### src/rtl/mdbrot_pixel_sequencer.sv
// Mandelbrot pixel sequencer: walks a H_PIX x V_PIX frame in raster order.
// Each pixel is issued to an escape-time core, and the returned count is mapped to a plot.
// Latency: at least 3 cycles per pixel (ISSUE, WAIT, PLOT); done rises the cycle after the last plot.
// Backpressure: c_valid holds until c_ready and it_ready holds until it_valid.
// Only one coordinate is ever outstanding.
//
// Ports:
//   clock, resetn            - clock, asynchronous active-low reset
//   start                    - level request to render one frame
//   max_iter, re_min,        - frame setup, captured when the frame starts
//   im_max, step
//   c_re/c_im/c_valid/c_ready   - coordinate handshake to the escape-time core
//   it_count/it_valid/it_ready  - iteration-count handshake from the core
//   vga_x/vga_y/vga_colour/vga_plot - single-cycle pixel write strobe
//   done                     - frame complete; held until start drops
module mdbrot_pixel_sequencer #(
  parameter int H_PIX = 160,
  parameter int V_PIX = 120,
  parameter int DW    = 32
) (
  input  logic          clock,
  input  logic          resetn,
  input  logic          start,
  input  logic [12:0]   max_iter,
  input  logic [DW-1:0] re_min,
  input  logic [DW-1:0] im_max,
  input  logic [DW-1:0] step,
  output logic [DW-1:0] c_re,
  output logic [DW-1:0] c_im,
  output logic          c_valid,
  input  logic          c_ready,
  input  logic [12:0]   it_count,
  input  logic          it_valid,
  output logic          it_ready,
  output logic [7:0]    vga_x,
  output logic [6:0]    vga_y,
  output logic [2:0]    vga_colour,
  output logic          vga_plot,
  output logic          done
);

  localparam logic [7:0] X_LAST = 8'(H_PIX - 1);
  localparam logic [6:0] Y_LAST = 7'(V_PIX - 1);

  typedef enum logic [2:0] {IDLE, ISSUE, WAIT, PLOT, DONE} state_t;

  state_t        state_q, state_d;
  logic [7:0]    x_q, x_d;
  logic [6:0]    y_q, y_d;
  logic [12:0]   max_iter_q, max_iter_d;
  logic [DW-1:0] re_min_q, re_min_d;
  logic [DW-1:0] step_q, step_d;
  logic [DW-1:0] c_re_q, c_re_d;
  // im_max needs no separate copy: c_im_q is loaded with it at frame start
  // and only ever stepped from there.
  logic [DW-1:0] c_im_q, c_im_d;
  logic          c_valid_q, c_valid_d;
  logic          it_ready_q, it_ready_d;
  logic          vga_plot_q, vga_plot_d;
  logic          done_q, done_d;
  logic [7:0]    vga_x_q, vga_x_d;
  logic [6:0]    vga_y_q, vga_y_d;
  logic [2:0]    colour_q, colour_d;
  logic [2:0]    colour_map;

  // Points that reach the limit are in the set and are drawn black.
  // Otherwise the low count bits pick the colour, with black remapped to
  // white so that escaping points are never drawn black.
  always_comb begin
    colour_map = 3'b000;
    if (it_count < max_iter_q) begin
      colour_map = (it_count[2:0] == 3'b000) ? 3'b111 : it_count[2:0];
    end
  end

  always_comb begin
    state_d    = state_q;
    x_d        = x_q;
    y_d        = y_q;
    max_iter_d = max_iter_q;
    re_min_d   = re_min_q;
    step_d     = step_q;
    c_re_d     = c_re_q;
    c_im_d     = c_im_q;
    vga_x_d    = vga_x_q;
    vga_y_d    = vga_y_q;
    colour_d   = colour_q;

    case (state_q)
      IDLE: begin
        if (start) begin
          max_iter_d = max_iter;
          re_min_d   = re_min;
          step_d     = step;
          x_d        = '0;
          y_d        = '0;
          c_re_d     = re_min;
          c_im_d     = im_max;
          state_d    = ISSUE;
        end
      end
      ISSUE: begin
        if (c_valid_q && c_ready) state_d = WAIT;
      end
      WAIT: begin
        if (it_ready_q && it_valid) begin
          colour_d = colour_map;
          vga_x_d  = x_q;
          vga_y_d  = y_q;
          state_d  = PLOT;
        end
      end
      PLOT: begin
        if (x_q == X_LAST) begin
          if (y_q == Y_LAST) begin
            state_d = DONE;
          end else begin
            x_d     = '0;
            y_d     = y_q + 7'd1;
            c_re_d  = re_min_q;
            // Rows run top to bottom, so the imaginary part decreases.
            c_im_d  = c_im_q - step_q;
            state_d = ISSUE;
          end
        end else begin
          x_d     = x_q + 8'd1;
          c_re_d  = c_re_q + step_q;
          state_d = ISSUE;
        end
      end
      DONE: begin
        // Require start to drop so a held start renders only one frame.
        if (!start) state_d = IDLE;
      end
      default: state_d = IDLE;
    endcase

    // Strobes are decoded from the next state and then registered, so they
    // line up exactly with the state they describe.
    c_valid_d  = (state_d == ISSUE);
    it_ready_d = (state_d == WAIT);
    vga_plot_d = (state_d == PLOT);
    done_d     = (state_d == DONE);
  end

  always_ff @(posedge clock or negedge resetn) begin
    if (!resetn) begin
      state_q    <= IDLE;
      x_q        <= '0;
      y_q        <= '0;
      max_iter_q <= '0;
      re_min_q   <= '0;
      step_q     <= '0;
      c_re_q     <= '0;
      c_im_q     <= '0;
      c_valid_q  <= 1'b0;
      it_ready_q <= 1'b0;
      vga_plot_q <= 1'b0;
      done_q     <= 1'b0;
      vga_x_q    <= '0;
      vga_y_q    <= '0;
      colour_q   <= '0;
    end else begin
      state_q    <= state_d;
      x_q        <= x_d;
      y_q        <= y_d;
      max_iter_q <= max_iter_d;
      re_min_q   <= re_min_d;
      step_q     <= step_d;
      c_re_q     <= c_re_d;
      c_im_q     <= c_im_d;
      c_valid_q  <= c_valid_d;
      it_ready_q <= it_ready_d;
      vga_plot_q <= vga_plot_d;
      done_q     <= done_d;
      vga_x_q    <= vga_x_d;
      vga_y_q    <= vga_y_d;
      colour_q   <= colour_d;
    end
  end

  assign c_re       = c_re_q;
  assign c_im       = c_im_q;
  assign c_valid    = c_valid_q;
  assign it_ready   = it_ready_q;
  assign vga_plot   = vga_plot_q;
  assign done       = done_q;
  assign vga_x      = vga_x_q;
  assign vga_y      = vga_y_q;
  assign vga_colour = colour_q;

endmodule

### config.mk
export PLATFORM = sky130hd
export DESIGN_NAME = mdbrot_pixel_sequencer
export DESIGN_NICKNAME = d
export VERILOG_FILES = /design/src/rtl/mdbrot_pixel_sequencer.sv
export SDC_FILE = /design/constraint.sdc
export NUM_CORES = 1
export LEC_CHECK = 0
export CAP_MARGIN = 15
export CELL_PAD_IN_SITES_DETAIL_PLACEMENT = 0
export CELL_PAD_IN_SITES_GLOBAL_PLACEMENT = 1
export CORE_MARGIN = 2
export CORE_UTILIZATION = 39
export DETAILED_ROUTE_END_ITERATION = 16
export PLACE_DENSITY = 0.88
export SLEW_MARGIN = 25
export SYNTH_ARGS = -nofsm -noshare
export SYNTH_HDL_FRONTEND = slang
export SYNTH_SLANG_ARGS = --single-unit
### constraint.sdc
create_clock -name clock -period 3.45 [get_ports clock]
set_input_delay 0.69 -clock clock [delete_from_list [all_inputs] [get_ports clock]]
set_output_delay 0.69 -clock clock [all_outputs]
set_load 0.02 [all_outputs]
==> results.yml <==
# generated from flow reports
synth:
  synth-edff-count: 0
  ys_async_sr_fraction_pct: 100
  syn_area_per_cell_um2: 8.60
  ys_ff: 181
  ys_warn_count: 0
  syn_nets: 1478
  synthFlopType: "dfrtp_1"
  top_cell: "nand2_1"
  top_area_cell: "dfrtp_1"
  yosys.area.top_type_share_pct: 41.4
  synth.cell_area_um2: 10900
  ys_seq_share_pct: 41.4
  common_cells: "nand2_1 (279), dfrtp_1 (181), o21ai_0 (115)"
  synth_stat.cells: 1273
  area_leaders: "dfrtp_1 (41%), nand2_1 (9.6%), ha_1 (8.7%)"
  synth_cell_types: 79
  yosysChipArea_um2: 10900
  syn_inst: 1273
worst_setup_path:
  cp.depth: 11
  crit_end: "c_re[28]"
  crit_family: "AND-OR/OR-AND gates"
  rr_endpoint: "c_re[28]"
  end_kind: "register"
  rr_startpoint: "step_q[0]"
  path_buffers: 0
  crit_type: "register to register"
  setup.worst_path.start_class: "register"
  critPathArrivalTime_ns: 3.37
  cp.required_ns: 3.74
  rr_worst_depth: 11
  max_stage_delay_ns: 0.44
  path_cells: "ha_1 > fa_1 > a21o_1 > a21oi_1 > o21bai_1 > a21oi_1 > a41oi_2 > a31oi_2 > o21ai_0 > xnor2_1 > o21ai_0"
  path_max_fanout: 5
  crit_path_start: "step_q[0]"
  regToRegSetupSlack_ns: 0.37
  cp_slowest_cell: "dfrtp_1"
power_and_ir_drop:
  power_density_nw_per_um2: 1060
  p_leak_nw: 6.43
clock_tree:
  hold_buffers: 0
  clock_sinks: 181
  clockBufferDepth: 2
  numCtsBuffers: 17
  cts.htree.levels: 4
  cts.clk_slew.worst_paths_ns: 0.07
  post_cts_buffers: 0
  ctsResizeCount: 0
  cts_tree: "yes"
  root_buffer: "clkbuf_16"
sta:
  fin_crit_ns: 3.08
  hold_slack_ns: 0.242
  drv_slew: 0
  finalHoldViolCount: 0
  max-slew-margin-rel_pct: 47.5
  finalCritPeriodShare_pct: 89.2
  rsz0062_at_grt: "no"
  final.setup.tns_ns: 0
  worst_slew_pin_slew_ns: 0.787
  fmax_ghz: 0.325
  setup_violations: 0
cells_and_area:
  fin_nets: 1678
  final_cells: 1865
  layout-drive-gt1-share_pct: 4.98
  area.growth.synth_to_final_pct: 28.9
placement:
  port_buffers: 212
  dpl.hpwl_um: 25100
  dp.cells: 1832
  placed_area_um2: 13500
  finalWeightedCongestion: 0.930
route:
  drc: 0
  drtIter0Drc: 795
  antenna_left: 0
  drtPass1Iterations: 6
  via_per_inst: 5.32
global_routing:
  grt_pass1_vias: 9740
  grt_max_degree: 118
  grt.overflow.total: 0
  grt_antenna_before_repair: 1
  grt_pass1_wl_um: 52000
floorplanning:
  chip_area_um2: 29400
  io_pins: 213
  die_w_um: 172
  die_y_um: 172
  fp_util_pct: 39.5
flow_run:
  warnings: 29
  drv_cap: 0
run_status:
  status: "complete, no violations"
worst_hold_path:
  holdCritPathClass: "primary input to async pin"
==> routing by layer <==
metal | vias to the layer above | GRT usage, % | part of all wire [%]
li1 | 4891 | - | -
met4 | 2 | 5.78 | 1.4
met1 | 4733 | 32.2 | 48
met5 | - | 0 | 0.027
met2 | 269 | 36.3 | 46
met3 | 28 | 3.04 | 4.7
==> through the flow <==
stage / total power [mW] / worst slack, ns
6_report: 15.0 / 0.371
5_1_grt: 16.2 / 0.0804
4_1_cts: 15.0 / 0.352
3_5_place_dp: 13.0 / 0.363
3_3_place_gp: 12.8 / 0.397
2_1_floorplan: 10.1 / 0.585
==> kinds of logic after synthesis <==
group / Yosys count / share of synthesized area (%)
xor gates and xnor gates: 59 / 4.72
and+or+nand+nor: 462 / 18.2
AOI/OAI and AO/OA: 372 / 21.8
buffers and inverters: 114 / 4.23
adders and majority gates: 78 / 9.05
DFF: 181 / 41.4
muxes: 7 / 0.640
==> report_power, final <==
group          switching, mW  total, mW  internal (mW)
Combinational           5.31       9.28           3.97
Clock                  0.933       1.96           1.03
Sequential             0.764       3.74           2.98
==> cells in the final DEF, fill, tap and decap left out, drive strengths merged, types with 5 or more instances in the layout <==
cell type	instances
clkbuf	18
inv	68
o21ai	127
xor2	26
nor3	9
xnor2	33
nand2b	5
a31oi	12
nor2	90
buf	23
a21oi	84
nand4	12
o21bai	14
and3	7
a211o	5
nand3	23
o211ai	14
mux2i	7
nand2	280
o21a	8
a21o	30
nor2b	8
a211oi	12
ha	76
a22oi	12
a222oi	16
clkdlybuf4s50	211
dfrtp	181
==> layout make-up <==
type,count,area (um^2)
Timing Repair Buffer,234,2330
Tap cell,378,473
Sequential cell,181,4530
Inverter,61,229
Multi-Input combinational cell,978,5970
Clock inverter,14,160
Fill cell,2672,13600
Clock buffer,18,429
Antenna cell,1,2.50
pdn.png
Bar = 50 um. Pins as bars on the die edge.
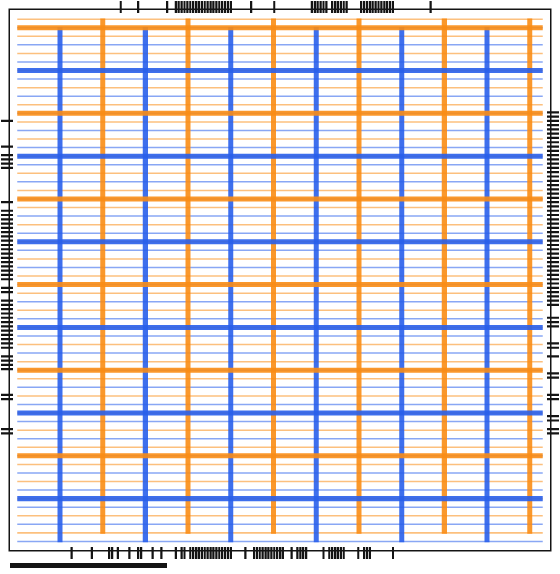
[VSS] blue
[VDD] orange
met4 straps: 12
rows: 61
met1 rails: 62
signal pins: 213
Core Area: 27700 um^2
maximum vdd ir drop: 0.000367 V

cell_classes.png
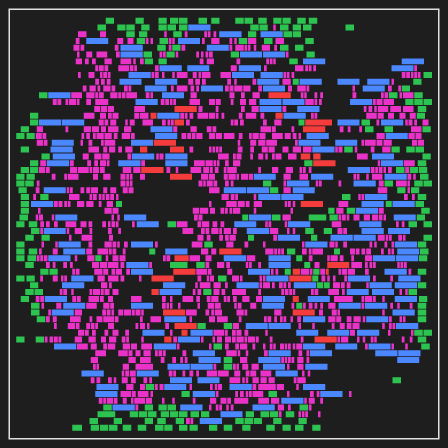
[all other logic] magenta | cells: 1039
[other buffers and delay cells] green | cells: 234
[flip-flops] blue | cells: 181
[clock drivers and dummy loads] red | cells: 32
fraction of area in registers: 32.1%
Layout Utilization: 51.0%
Finished Cell Area: 14100 um^2
Site Rows: 61

clock_map.png
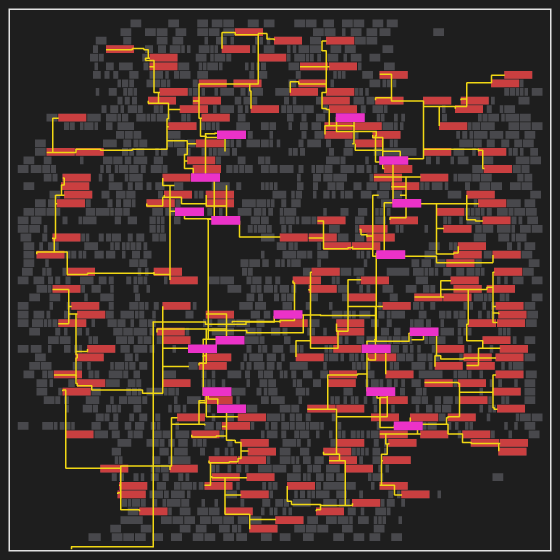
[clock wires] yellow | length: 2360 um
[cells driving clock nets] magenta | count: 17
[flip-flops] red | count: 181
flops lie: all over the die
clock skew: 0.0148 ns
clock share of power: 13.1%
clock network latency to the later pin of the worst-skew pair: 0.43 ns
clk pwr: 1.96 mW

metal_stack.png
Bar = 50 um.
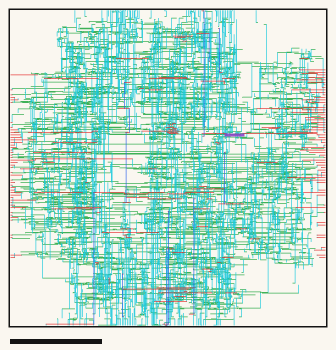
[met1] green | wire length: 15800 um
[met4] blue | wire length: 461 um
[met3] red | wire length: 1550 um
[met5] purple | wire length: 9.20 um
[met2] cyan | wire length: 15100 um
DRT Wirelength: 32800 um
vias: 9923

final_congestion.png
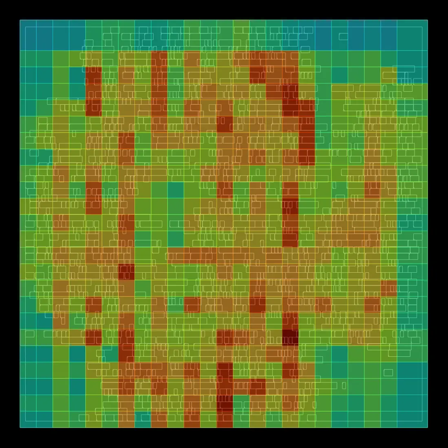
GRT Max-Usage Layer: met2
WL/cell: 17.6 um
met1 Use GR: 32.2%
GRT Util Overall: 22.6%
GR Util met3: 3.04%

No activity file was given, so power comes from the tool's default toggle rates.
